<file path="src/rtl/seg7_pkg.sv">
// rtl/seg7_pkg.sv - shared constants and types for the 7-segment scan controller
// Contents: digit count, active-low segment glyphs {a,b,c,d,e,f,g}, scan FSM states.
package seg7_pkg;

    localparam int N_DIGITS = 4;

    // Active-low glyphs, bit order {a,b,c,d,e,f,g}
    localparam logic [6:0] SEG_BLANK = 7'h7F;
    localparam logic [6:0] SEG_0     = 7'b0000001;
    localparam logic [6:0] SEG_1     = 7'b1001111;
    localparam logic [6:0] SEG_2     = 7'b0010010;
    localparam logic [6:0] SEG_3     = 7'b0000110;
    localparam logic [6:0] SEG_4     = 7'b1001100;
    localparam logic [6:0] SEG_5     = 7'b0100100;
    localparam logic [6:0] SEG_6     = 7'b0100000;
    localparam logic [6:0] SEG_7     = 7'b0001101;
    localparam logic [6:0] SEG_8     = 7'b0000000;
    localparam logic [6:0] SEG_9     = 7'b0000100;

    typedef enum logic [1:0] {
        IDLE  = 2'd0,
        DRIVE = 2'd1,
        BLANK = 2'd2
    } scan_state_t;

endpackage

</file>
<file path="src/rtl/seg7_bcd_decode.sv">
// rtl/seg7_bcd_decode.sv - combinational BCD nibble to active-low 7-segment glyph
// Ports:
//   i_bcd  in  4  BCD nibble; 10..15 decode to all segments off
//   o_seg  out 7  active-low segments {a,b,c,d,e,f,g}
module seg7_bcd_decode
    import seg7_pkg::*;
(
    input  logic [3:0] i_bcd,
    output logic [6:0] o_seg
);

    always_comb begin
        o_seg = SEG_BLANK;
        case (i_bcd)
            4'd0:    o_seg = SEG_0;
            4'd1:    o_seg = SEG_1;
            4'd2:    o_seg = SEG_2;
            4'd3:    o_seg = SEG_3;
            4'd4:    o_seg = SEG_4;
            4'd5:    o_seg = SEG_5;
            4'd6:    o_seg = SEG_6;
            4'd7:    o_seg = SEG_7;
            4'd8:    o_seg = SEG_8;
            4'd9:    o_seg = SEG_9;
            default: o_seg = SEG_BLANK;
        endcase
    end

endmodule

</file>
<file path="src/rtl/seg7_scan_ctrl.sv">
// rtl/seg7_scan_ctrl.sv - 4-digit common-anode 7-segment scan controller with shadow-buffered load
// Optional feature macro: SEG7_LEADING_ZERO_BLANK_EN (blank leading zeros on digits 3..1).
// Ports:
//   clk, rst_n      clock, asynchronous active-low reset
//   enable          scan enable; low keeps the display dark
//   load_valid/ready handshake for a new value; ready = pending buffer empty
//   load_bcd[15:0]  nibble i drives digit i (digit 0 rightmost)
//   load_dp[3:0]    decimal point per digit, 1 = lit
//   digit[3:0]      active-low digit enables, at most one low
//   Seven_Segment   active-low {a,b,c,d,e,f,g,dp}
//   frame_done      one-cycle pulse at the end of each 4-digit frame
module seg7_scan_ctrl
    import seg7_pkg::*;
#(
    parameter int CLK_HZ       = 100_000_000,
    parameter int REFRESH_HZ   = 1000,
    parameter int BLANK_CYCLES = 64
)
(
    input  logic                  clk,
    input  logic                  rst_n,
    input  logic                  enable,
    input  logic                  load_valid,
    output logic                  load_ready,
    input  logic [4*N_DIGITS-1:0] load_bcd,
    input  logic [N_DIGITS-1:0]   load_dp,
    output logic [N_DIGITS-1:0]   digit,
    output logic [7:0]            Seven_Segment,
    output logic                  frame_done
);

    localparam int SLOT  = CLK_HZ / REFRESH_HZ;
    localparam int DWELL = SLOT - BLANK_CYCLES;
    localparam int CNT_W = $clog2(SLOT);
    localparam logic [CNT_W-1:0] DWELL_LAST = CNT_W'(DWELL - 1);
    localparam logic [CNT_W-1:0] BLANK_LAST = CNT_W'(BLANK_CYCLES - 1);

    scan_state_t           r_state;
    logic [1:0]            r_idx;
    logic [CNT_W-1:0]      r_cnt;
    logic [4*N_DIGITS-1:0] r_active_bcd;
    logic [N_DIGITS-1:0]   r_active_dp;
    logic [4*N_DIGITS-1:0] r_pend_bcd;
    logic [N_DIGITS-1:0]   r_pend_dp;
    logic                  r_pend_full;
    logic [N_DIGITS-1:0]   r_digit;
    logic [7:0]            r_seg;
    logic                  r_frame_done;

    logic       w_load_fire;
    logic       w_frame_end;
    logic       w_apply;
    logic [3:0] w_nibble;
    logic [6:0] w_decoded;
    logic [6:0] w_glyph;
    logic       w_lz_blank;

    assign load_ready    = ~r_pend_full;
    assign digit         = r_digit;
    assign Seven_Segment = r_seg;
    assign frame_done    = r_frame_done;

    assign w_load_fire = load_valid & ~r_pend_full;
    // Last BLANK cycle of digit 3; a falling enable in the same cycle wins.
    assign w_frame_end = enable && (r_state == BLANK) && (r_idx == 2'd3) && (r_cnt == BLANK_LAST);
    // While idle nothing is driven, so a pending value can go live immediately.
    assign w_apply     = r_pend_full && (w_frame_end || (r_state == IDLE));

    assign w_nibble = r_active_bcd[{r_idx, 2'b00} +: 4];

    seg7_bcd_decode u_decode (
        .i_bcd (w_nibble),
        .o_seg (w_decoded)
    );

`ifdef SEG7_LEADING_ZERO_BLANK_EN
    // Blank a digit when it and every more-significant nibble are zero; digit 0 always shows.
    always_comb begin
        w_lz_blank = 1'b0;
        case (r_idx)
            2'd3:    w_lz_blank = (r_active_bcd[15:12] == 4'd0);
            2'd2:    w_lz_blank = (r_active_bcd[15:8]  == 8'd0);
            2'd1:    w_lz_blank = (r_active_bcd[15:4]  == 12'd0);
            default: w_lz_blank = 1'b0;
        endcase
    end
`else
    assign w_lz_blank = 1'b0;
`endif

    assign w_glyph = w_lz_blank ? SEG_BLANK : w_decoded;

    always_ff @(posedge clk or negedge rst_n) begin
        if (!rst_n) begin
            r_state      <= IDLE;
            r_idx        <= 2'd0;
            r_cnt        <= '0;
            r_active_bcd <= '0;
            r_active_dp  <= '0;
            r_pend_bcd   <= '0;
            r_pend_dp    <= '0;
            r_pend_full  <= 1'b0;
            r_digit      <= '1;
            r_seg        <= 8'hFF;
            r_frame_done <= 1'b0;
        end else begin
            // Capture and apply are exclusive: capture needs the buffer empty.
            if (w_load_fire) begin
                r_pend_bcd  <= load_bcd;
                r_pend_dp   <= load_dp;
                r_pend_full <= 1'b1;
            end else if (w_apply) begin
                r_active_bcd <= r_pend_bcd;
                r_active_dp  <= r_pend_dp;
                r_pend_full  <= 1'b0;
            end

            r_frame_done <= w_frame_end;

            if (!enable) begin
                r_state <= IDLE;
                r_idx   <= 2'd0;
                r_cnt   <= '0;
            end else begin
                case (r_state)
                    IDLE: begin
                        r_state <= DRIVE;
                        r_idx   <= 2'd0;
                        r_cnt   <= '0;
                    end
                    DRIVE: begin
                        if (r_cnt == DWELL_LAST) begin
                            r_state <= BLANK;
                            r_cnt   <= '0;
                        end else begin
                            r_cnt <= r_cnt + 1'b1;
                        end
                    end
                    BLANK: begin
                        if (r_cnt == BLANK_LAST) begin
                            r_state <= DRIVE;
                            r_cnt   <= '0;
                            r_idx   <= r_idx + 2'd1;
                        end else begin
                            r_cnt <= r_cnt + 1'b1;
                        end
                    end
                    default: begin
                        r_state <= IDLE;
                        r_idx   <= 2'd0;
                        r_cnt   <= '0;
                    end
                endcase
            end

            // Outputs trail the state by one register stage.
            if (r_state == DRIVE) begin
                r_digit <= ~(4'b0001 << r_idx);
                r_seg   <= {w_glyph, ~r_active_dp[r_idx]};
            end else begin
                r_digit <= '1;
                r_seg   <= 8'hFF;
            end
        end
    end

endmodule

</file>
<file path="config.mk">
export PLATFORM = sky130hd
export DESIGN_NAME = seg7_scan_ctrl
export DESIGN_NICKNAME = d
export VERILOG_FILES = /design/src/rtl/seg7_pkg.sv /design/src/rtl/seg7_bcd_decode.sv /design/src/rtl/seg7_scan_ctrl.sv
export SDC_FILE = /design/constraint.sdc
export NUM_CORES = 1
export LEC_CHECK = 0
export CORE_ASPECT_RATIO = 1.2
export CORE_UTILIZATION = 30
export CTS_BUF_LIST = sky130_fd_sc_hd__clkbuf_8
export DETAILED_ROUTE_END_ITERATION = 8
export GPL_TIMING_DRIVEN = 0
export REMOVE_ABC_BUFFERS = 1
export SETUP_SLACK_MARGIN = 0.4
export SYNTH_ARGS = -nofsm -noshare
export SYNTH_HDL_FRONTEND = slang
export SYNTH_SLANG_ARGS = --single-unit
</file>
<file path="constraint.sdc">
create_clock -name clk -period 2.5 [get_ports clk]
set_clock_uncertainty 0.15 [all_clocks]
set_input_delay 0.75 -clock clk [delete_from_list [all_inputs] [get_ports clk]]
set_output_delay 0.75 -clock clk [all_outputs]
set_load 0.02 [all_outputs]
</file>
==> images/clock_wires.png <==
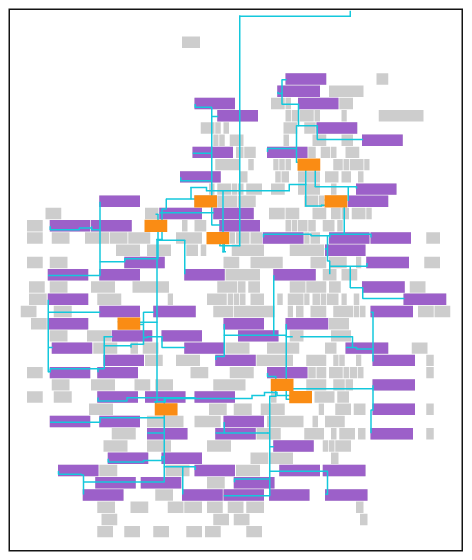
- cyan: clock wires (length 950 microns)
- orange: clock-net drivers (count 9)
- purple: flip-flops (count 75)
- routed clock nets: 10

==> images/clock_nets.png <==
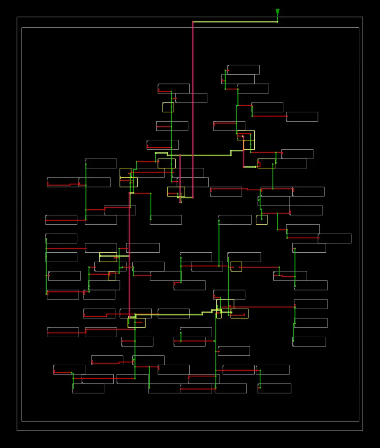
clk pwr: 0.844 mW
Clock buffer cells: 9
Clk Latency, worst-skew pair: 0.35 ns

==> summary.txt <==
Implementation numbers.

- The flow ran to the end, and the final reports show no timing, DRC or antenna violations.
- Summed over all cells, the static leakage comes to 1.89 nW.
- The total power reads 4.56 mW.
- The arrival time at the worst endpoint is 2.17 ns.
- The clock tree from TritonCTS reads built.
- The delay of the slowest cell on the worst path reads 0.30 ns.
- The detailed-route via count reads 2129.
- The number of warnings in the stage logs reads 36.
- The area of the core reads 0.0112 sq mm.
- After global routing the overflow that remains totals 0.
- The cell sitting at the root of the clock tree is a sky130_fd_sc_hd__clkbuf_8.
- Static timing analysis puts the maximum clock frequency at 0.481 GHz.
- In this run the register-to-register setup slack is 0.44 ns.
- Measured against its own limit, the worst slew margin works out to 72.1%.
- Detailed-route iteration 0 reported a violation count of 89.
- In the detailed route, the total length drawn on met3 is 175 microns.
- For this design the ratio of total power to cell area is 1030 mW/mm^2.
- The global routing usage on met3 reads 2.80%.
- The first-pass GRT wire length is 10500 microns.
- After clock tree synthesis, the repair step resized 41 gates.
- The fraction of synthesis flops using an asynchronous set or reset pin reads 100%.
- 0 antenna diodes ended up in the layout.
- The clock slew at the register clock pins of the worst setup and hold paths is 0.08 ns.
- The depth of the most critical reg-to-reg path is 7.
- The via density per instance reads 4.44.
- The maximum level of the CTS H-tree is 3.
- The count of final setup violators is 0.
- After clock tree synthesis, the flow added hold-fix buffers numbering 0.
- Yosys reported a register bit count of 75.
- The CTS report gives the tree buffer count as 9.
- The length of routed wiring on met1 reads 2880 microns.
- The number of routed nets with antenna violations is 0.
- The initial antenna violation count came to 0.
- The number of synthesis warnings is 0.
- The busiest metal layer after global routing reads met2.
- Per the CTS log, the buffer count on the longest clock path is 2.
- The final critical-path share of the clock period is 83.2%.
- The prevailing post-synth register cell is sky130_fd_sc_hd__dfrtp_1.
- The pin slew with the least headroom to its limit is 0.416 ns.
- In this run the post-CTS setup repair buffer count came out at 11.
- The endpoint identified for the worst register-to-register timing path is r_active_dp[1].
- The number of nets in the layout reads 359.
- The portion of the post-synthesis area used by sequential elements reads 54.3%.
- The worst reg2reg path startpoint is r_cnt[7].
- The combined area of all synthesized cells is 0.00348 sq mm.
- The number of enable flip-flop cells reads 0.
- The required time at the worst-slack endpoint reads 2.59 ns.
- The weighted congestion at the end of routability-driven global placement is 0.700.
- The type of destination of the critical path is a flip-flop.
- The type of the tightest min-delay check reads in -> async.
- The main area contributors are sky130_fd_sc_hd__dfrtp_1 45%, sky130_fd_sc_hd__dfstp_2 9.0%, sky130_fd_sc_hd__mux2_4 8.6%, sky130_fd_sc_hd__mux2_2 6.8%, sky130_fd_sc_hd__ha_1 5.0%.
- The post-detailed-route wirelength per cell is 12.8 microns.
- In the floorplan report the effective utilization is 31.1%.
- Per the placement log, port buffering inserted 37 buffers.
- The via count of the first global-routing pass was 2171.
- The minimum clock period reads 2.08 ns.
- Per the post-synthesis report, the number of cells in the design is 267.
- The final count of pins violating max slew reads 0.
- The number of placement rows is 42.
- The share of layout cells above drive strength 1 is 35.6%.
- The post-route DRC violation count reads 0.
- The biggest fanout along the worst timing path reads 9.
- After synthesis, the mean cell area works out to 13.1 sq um.
- For this run, the detailed router's first-pass iteration total came to 4.
- The highest metal layer carrying signal wires in the routed design is met4.
- The critical path goes through clkdlybuf4s18_2, nand3_2, nor4_4, buf_6, o21ai_4, buf_12, mux2_4.
- The startpoint-to-endpoint class of the critical path is in -> reg.
- The wire length after detailed routing is 6140 microns.
- The worst setup path is launched from a primary input.
- The top cell type by total area after synthesis is sky130_fd_sc_hd__dfrtp_1.
- The cell type of the slowest stage on the worst timing path reads sky130_fd_sc_hd__clkdlybuf4s18_2.
- Hold is met by 0.0893 ns.
- The chip area estimate from yosys synthesis reads 0.00348 sq mm.
- The height of the chip reads 120 microns.
- The cell count listed in synth_stat.txt reads 267.
- The met2 wire length reads 2970 microns.
- Entering global routing, the biggest net connects 66 pins.
- IR analysis of the VDD net gives a maximum drop of 0.000440 V.
- The half-perimeter wire length after detailed placement is 3990 microns.
- The clock sink count reads 75.
- In this run the maximum-capacitance check reported violations numbering 0.
- The global-route total usage across every layer is 11.4%.
- For met2 alone, demand over resource in global routing was 18.3%.
- Per the final timing report, the hold violations number 0.
- The total die size is 0.0121 sq mm.
- The fraction of met1 tracks used by global routing reads 14.6%.
- In this run the biggest area consumer among cell types represents 45.2% of the synthesized area.
- The number of unique standard cell types used by synthesis reads 39.
- Setup repair after global routing could not meet its margin everywhere.
- 38 I/O pins were placed.
- The chip width is 100 microns.
==> images/sizing.png <==
Scale bar: 20 microns.
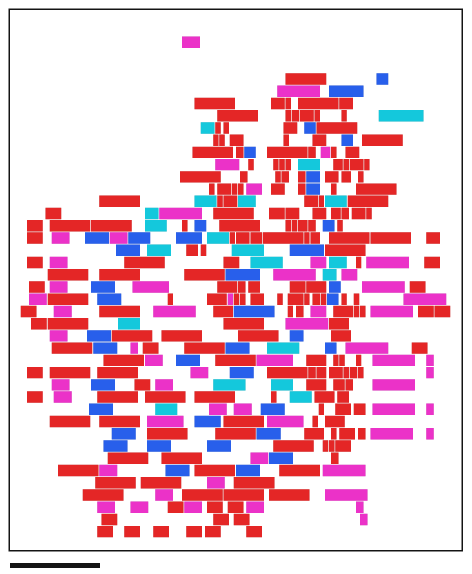
- cyan: x6 and larger (cells 20; share 6.1%)
- red: x1 and smaller (cells 210; share 64%)
- blue: x3 and x4 (cells 39; share 12%)
- magenta: x2 (cells 57; share 17%)
Layout Cell Area excl Fill: 0.00441 sq mm
area growth from synthesis to layout: 26.6%
layout buffer count excluding clock buffers: 53
fin worst setup slack: 0.419 ns

==> images/ff_map.png <==
Scale bar: 20 microns. Other sequential cells in the stronger grey, the rest of the logic in the fainter grey.
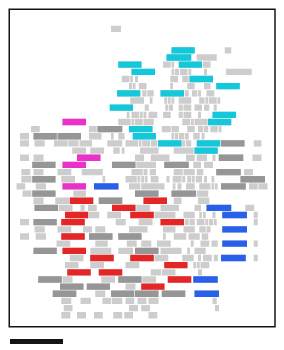
- magenta: r_active_dp (placed flops 4; where west)
- blue: Seven_Segment (placed flops 8)
- red: r_active_bcd (placed flops 16)
- cyan: r_cnt (placed flops 17)
Util after Layout: 39.4%
FF+latch area: 0.00190 sq mm

[logic make-up (layout without fill, tap and decap cells)]
family                     after synthesis  count (layout)  synth area share (%)
AOI/OAI and AO/OA                       15              16                  3.41
xor gates and xnor gates                16              16                  4.02
adders and majority gates               14              14                  5.03
buffers and inverters                   20              78                  2.91
DFF                                     75              75                  54.3
muxes                                   52              52                  20.0
and+or+nand+nor                         75              75                  10.3
[worst max path at each step]
stage / start / endpoint / slack, ns / cells past startpoint
6_report: enable / r_active_dp[1] / 0.42 / 7
2_1_floorplan: load_valid / r_pend_bcd[0] / 0.10 / 2
5_1_grt: r_cnt[7] / r_active_dp[1] / 0.37 / 7
3_5_place_dp: enable / r_active_bcd[6] / -0.89 / 5
4_1_cts: r_cnt[11] / r_active_bcd[6] / 0.40 / 7
3_3_place_gp: rst_n / r_pend_bcd[11] / -2.00 / 1
[area by class of cell]
cell class,count,area [sq um]
Fill cell,1077,6780
Sequential cell,75,1900
Multi-Input combinational cell,173,1570
Timing Repair Buffer,53,544
Tap cell,154,193
Clock buffer,9,124
Clock inverter,7,52.6
Inverter,9,33.8
[critical path: cells and delay by family]
family / cells / cell delay, ns
buf+inv: 3 / 0.62
simple gates: 2 / 0.42
mux: 1 / 0.29
compound gates: 1 / 0.08
[cell usage in the layout (no fill, tap or decap), types with 7 or more instances in the layout]
cell                              instances
sky130_fd_sc_hd__ha_1                    12
sky130_fd_sc_hd__mux2i_1                  7
sky130_fd_sc_hd__mux2_2                  21
sky130_fd_sc_hd__nor2_1                  26
sky130_fd_sc_hd__clkbuf_8                 9
sky130_fd_sc_hd__xor2_1                  10
sky130_fd_sc_hd__nand2_1                 20
sky130_fd_sc_hd__buf_4                    9
sky130_fd_sc_hd__dfstp_2                 12
sky130_fd_sc_hd__inv_1                    9
sky130_fd_sc_hd__nand3_1                  8
sky130_fd_sc_hd__mux2_4                  20
sky130_fd_sc_hd__clkdlybuf4s50_1         21
sky130_fd_sc_hd__dfrtp_1                 59
[cell usage after synthesis, drive strengths merged, types with 2 or more instances]
master	n
nor2	26
o211ai	2
and4	2
dfstp	12
o31ai	2
o31a	2
dfrtp	63
nor3	3
mux2	41
nand2	21
xor2	10
mux2i	7
nand3	10
and3	2
buf	7
nand4	2
o21ai	7
inv	9
mux4	4
clkbuf	4
nor4	3
ha	14
xnor2	6
[power by group]
group / total [mW] / switching, mW / internal, mW
clock network: 0.844 / 0.475 / 0.369
registers: 1.88 / 0.208 / 1.67
logic: 1.84 / 0.779 / 1.06
[stage by stage]
step | std cells | area (sq um) | setup slack (ns) | setup TNS [ns] | utilization (%)
after floorplan | 256 | 3420 | 0.104 | 0 | -
after global placement | 447 | 3980 | -2.00 | -173.62 | 35.6
after detailed placement | 449 | 4020 | -0.885 | -17.78 | 35.9
after CTS | 477 | 4380 | 0.400 | 0 | 39.1
after global routing | 480 | 4410 | 0.366 | 0 | 39.4
final | 480 | 4410 | 0.419 | 0 | 39.4
[flip-flops by register name (all words and copies together) (netlist names)]
name           flops
r_active_bcd      16
frame_done         1
r_state            2
r_pend_dp          4
r_pend_bcd        16
digit              4
r_active_dp        4
Seven_Segment      8
r_pend_full        1
r_idx              2
r_cnt             17
Power figures rest on the tool's default switching activity, not on a simulated workload.
